**config.mk**
```make
export PLATFORM = sky130hd
export DESIGN_NAME = control_faza_masini
export DESIGN_NICKNAME = d
export VERILOG_FILES = /design/src/rtl/control_faza_masini.sv
export SDC_FILE = /design/constraint.sdc
export NUM_CORES = 1
export LEC_CHECK = 0
export CAP_MARGIN = 10
export CORE_UTILIZATION = 49
export CTS_CLUSTER_SIZE = 28
export DETAILED_ROUTE_END_ITERATION = 6
export PLACE_DENSITY = 0.86
export SLEW_MARGIN = 30
export SYNTH_ARGS = -nofsm -noshare
export SYNTH_HDL_FRONTEND = slang
export SYNTH_SLANG_ARGS = --single-unit
export TNS_END_PERCENT = 100
```
**constraint.sdc**
```tcl
create_clock -name clk_i -period 2.2 [get_ports clk_i]
set_clock_uncertainty 0.15 [all_clocks]
set_input_delay 0.22 -clock clk_i [delete_from_list [all_inputs] [get_ports clk_i]]
set_output_delay 0.22 -clock clk_i [all_outputs]
set_load 0.01 [all_outputs]
```
**src/rtl/control_faza_masini.sv**
```systemverilog
// Intersection phase sequencer: car lights plus counter/enable
// for the pedestrian light controller.
module control_faza_masini #(
    parameter int MIN_GREEN    = 20,
    parameter int YELLOW_TIME  = 4,
    parameter int ALL_RED_TIME = 2,
    parameter int PED_TIME     = 20
) (
    input  logic       clk_i,
    input  logic       rst_i,
    input  logic       w_p_i,
    output logic       Rosu_masini_o,
    output logic       Galben_masini_o,
    output logic       Verde_masini_o,
    output logic       enable_pietoni_o,
    output logic [4:0] counter_o,
    output logic       cerere_o
);

    typedef enum logic [1:0] {
        S_GREEN,
        S_YELLOW,
        S_ALL_RED,
        S_PED
    } state_t;

    localparam logic [7:0] GREEN_LAST  = 8'(MIN_GREEN - 1);
    localparam logic [7:0] YELLOW_LAST = 8'(YELLOW_TIME - 1);
    localparam logic [7:0] RED_LAST    = 8'(ALL_RED_TIME - 1);
    localparam logic [7:0] PED_LAST    = 8'(PED_TIME - 1);

    state_t     r_state;
    state_t     w_state_nxt;
    logic [7:0] r_timer;
    logic [7:0] w_timer_nxt;
    logic       r_flag;
    logic       w_flag_nxt;
    logic       r_en;
    logic       w_en_nxt;
    logic [4:0] r_cnt;
    logic [4:0] w_cnt_nxt;
    logic       w_change;

    // Next state, timer, request flag and pedestrian-side outputs
    always_comb begin
        w_state_nxt = r_state;
        unique case (r_state)
            S_GREEN: begin
                if (r_timer == GREEN_LAST && r_flag)
                    w_state_nxt = S_YELLOW;
            end
            S_YELLOW: begin
                if (r_timer == YELLOW_LAST)
                    w_state_nxt = S_ALL_RED;
            end
            S_ALL_RED: begin
                if (r_timer == RED_LAST)
                    w_state_nxt = S_PED;
            end
            S_PED: begin
                if (r_timer == PED_LAST)
                    w_state_nxt = S_GREEN;
            end
        endcase

        w_change = (w_state_nxt != r_state);

        // Green timer parks at its last value so a late press is served
        // on the very next evaluation.
        if (w_change)
            w_timer_nxt = 8'd0;
        else if (r_state == S_GREEN && r_timer == GREEN_LAST)
            w_timer_nxt = r_timer;
        else
            w_timer_nxt = r_timer + 8'd1;

        // Entering PED serves the request, so clear beats a same-cycle set.
        w_flag_nxt = r_flag;
        if (r_state != S_PED && w_p_i)
            w_flag_nxt = 1'b1;
        if (w_change && w_state_nxt == S_PED)
            w_flag_nxt = 1'b0;

        w_en_nxt  = (w_state_nxt == S_PED);
        w_cnt_nxt = w_en_nxt ? w_timer_nxt[4:0] : 5'd0;
    end

    // State, timer, flag and pedestrian outputs register
    always_ff @(posedge clk_i) begin
        if (rst_i) begin
            r_state <= S_GREEN;
            r_timer <= 8'd0;
            r_flag  <= 1'b0;
            r_en    <= 1'b0;
            r_cnt   <= 5'd0;
        end else begin
            r_state <= w_state_nxt;
            r_timer <= w_timer_nxt;
            r_flag  <= w_flag_nxt;
            r_en    <= w_en_nxt;
            r_cnt   <= w_cnt_nxt;
        end
    end

    // Car light decode: exactly one lamp per state
    always_comb begin
        Verde_masini_o  = 1'b0;
        Galben_masini_o = 1'b0;
        Rosu_masini_o   = 1'b0;
        unique case (r_state)
            S_GREEN:   Verde_masini_o  = 1'b1;
            S_YELLOW:  Galben_masini_o = 1'b1;
            S_ALL_RED: Rosu_masini_o   = 1'b1;
            S_PED:     Rosu_masini_o   = 1'b1;
        endcase
    end

    assign enable_pietoni_o = r_en;
    assign counter_o        = r_cnt;
    assign cerere_o         = r_flag;

endmodule

```
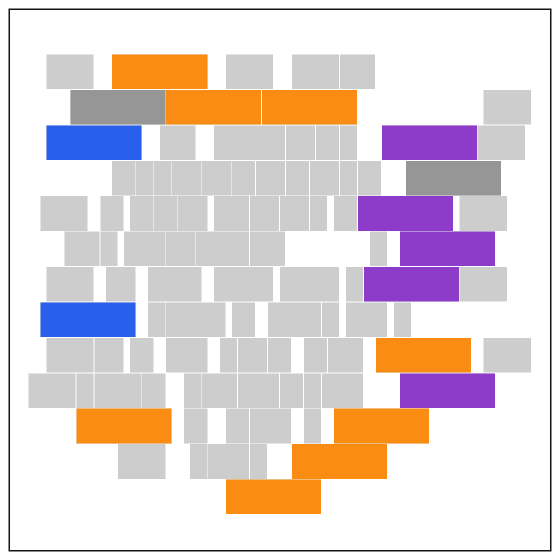
*Sequential cells grouped by signal name*
Other sequential cells in the stronger gray, the rest of the logic in the fainter gray.
- `counter_o`: purple (placed flops 5; where right middle)
- `r_timer`: orange (placed flops 8)
- `r_state`: blue (placed flops 2)

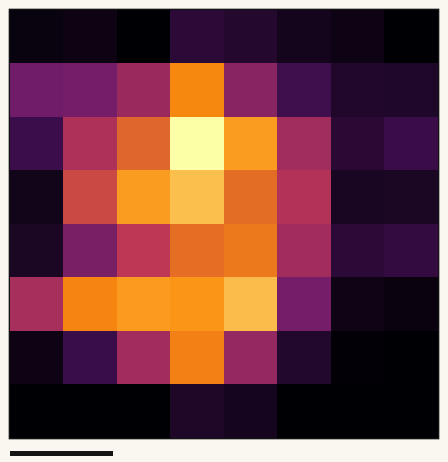
*Routed metal per tile*
Scale bar: 10 um. The die is cut into 8 by 8 equal tiles; black is low, pale yellow is high, scaled to the fullest tile. Values are wire area over tile area, all layers added.
- densest ninth of the die: middle
- nearly empty tiles: 16%
- emptiest ninth of the die: bottom right
- fullest tile: 0.47
- tiles over half the peak: 25%
Routed WL: 1492 um
wire length per cell: 13.09 um
GRT Overall Usage: 18.77%
via count: 647

==> impl_metrics.py <==
# Synthesis and PnR figures
metrics = {
    "pwr": {
        "intPower_uw": 402.7,
        "powerDensity_nw_per_um2": 560.8,
        "peakVddDrop_v": 0.0003101,
    },
    "logic_synthesis": {
        "yosys_warnings": 0,
        "synth-edff-count": 0,
        "top_cells_by_area": "dfxtp_1 45%, nor2_1 5.4%, nand3_1 4.6%",
    },
    "floorplanning": {
        "fp_util_pct": 55.86,
    },
    "worst_hold_path": {
        "hp-start": "r_timer[7]",
    },
    "final_timing": {
        "relSlewSlack_pct": 80.33,
        "setup_viol": 0,
        "layout_min_cycle_time_ps": 1962,
        "setup_slack_ps": 238.2,
        "rsz0062_at_grt": "no",
        "tns_ps": 0,
    },
    "placement": {
        "portBuffers": 12,
        "gp_congestion": 0.8694,
    },
    "cells_and_area": {
        "regArea_sq_um": 340.3,
    },
    "cts": {
        "hold_buffers": 0,
        "insertion_delay_ps": 280,
    },
    "run_status": {
        "status": "completed",
    },
    "global_route": {
        "grt_max_degree": 10,
        "overflow": 0,
        "grt_first_pass_wirelength_um": 2511,
    },
    "setup_path": {
        "end_kind": "flop",
    },
}
## cell families (layout without fill, tap and decap cells)
family,after synthesis,after routing
AOI/OAI and AO/OA,10,10
xor gates and xnor gates,6,6
and+or+nand+nor,40,40
DFF,17,17
buffers and inverters,9,23
muxes,1,1
adders and majority gates,2,2
## power by group through the flow
stage          registers [mW]  clock network [mW]  logic [mW]
2_1_floorplan           0.329                   0      0.0218
3_3_place_gp            0.330                   0      0.0346
5_1_grt                 0.325               0.182      0.0400
3_5_place_dp            0.331                   0      0.0352
4_1_cts                 0.324               0.165      0.0355
6_report                0.325               0.159      0.0364
## cells in the final DEF (no fill, tap or decap), types with 3 or more instances in the layout
| master | Yosys | final |
|---|---|---|
| nand4_1 | 3 | 3 |
| dfxtp_1 | 17 | 17 |
| xor2_1 | 4 | 4 |
| nand3_1 | 7 | 7 |
| nand2b_1 | 3 | 3 |
| and3_1 | 3 | 3 |
| buf_4 | 0 | 3 |
| clkdlybuf4s50_1 | 0 | 12 |
| clkbuf_4 | 0 | 3 |
| a21oi_1 | 6 | 6 |
| inv_1 | 4 | 4 |
| nor3_1 | 3 | 3 |
| nor2_1 | 11 | 11 |
## worst paths after layout
kind | to | slack [ps]
worst max-delay path | r_timer[4] | 240
worst min-delay path | r_timer[7] | 380
worst max register to register | r_timer[4] | 240
worst min register to register | r_timer[7] | 380
## sequential cells by signal, summed over array words and instances (netlist names)
name / cells
counter_o: 5
cerere_o: 1
r_timer: 8
enable_pietoni_o: 1
r_state: 2
## metal layers
layer	vias to the layer above	GRT usage [%]	share of wire (%)
met5	-	0	0
li1	322	-	-
met3	2	3.913	6.1
met1	291	24.18	46
met2	32	30.31	47
met4	0	7.742	0.67
## critical path, cell delays in order, from the launching register on
cell	delay [ps]
dfxtp_1	430
inv_1	70
ha_1	200
nor4bb_1	130
and3_1	240
or3_4	410
a311oi_2	250
## cell usage after synthesis, types with 2 or more instances
cell	instances
inv_1	4
nand3_1	7
nand4_1	3
ha_1	2
xor2_1	4
clkbuf_1	2
nor3_1	3
and3_1	3
nand2_1	2
nor2_1	11
a21oi_1	6
or3_4	2
xnor2_1	2
nand2b_1	3
dfxtp_1	17
## cell type report
cell class	count	area share [%]
Tap cell	15	2.024
Clock buffer	4	2.834
Multi-Input combinational cell	59	41.43
Sequential cell	17	36.71
Timing Repair Buffer	15	15.38
Inverter	4	1.619
## metrics by stage
step / instance area, sq um / utilization (%)
after floorplan: 763.2 / -
after global placement: 895.9 / 65.57
after detailed placement: 895.9 / 65.57
after CTS: 922.1 / 67.49
after global routing: 927.1 / 67.86
final: 927.1 / 67.86
Power figures rest on the tool's default switching activity, not on a simulated workload.
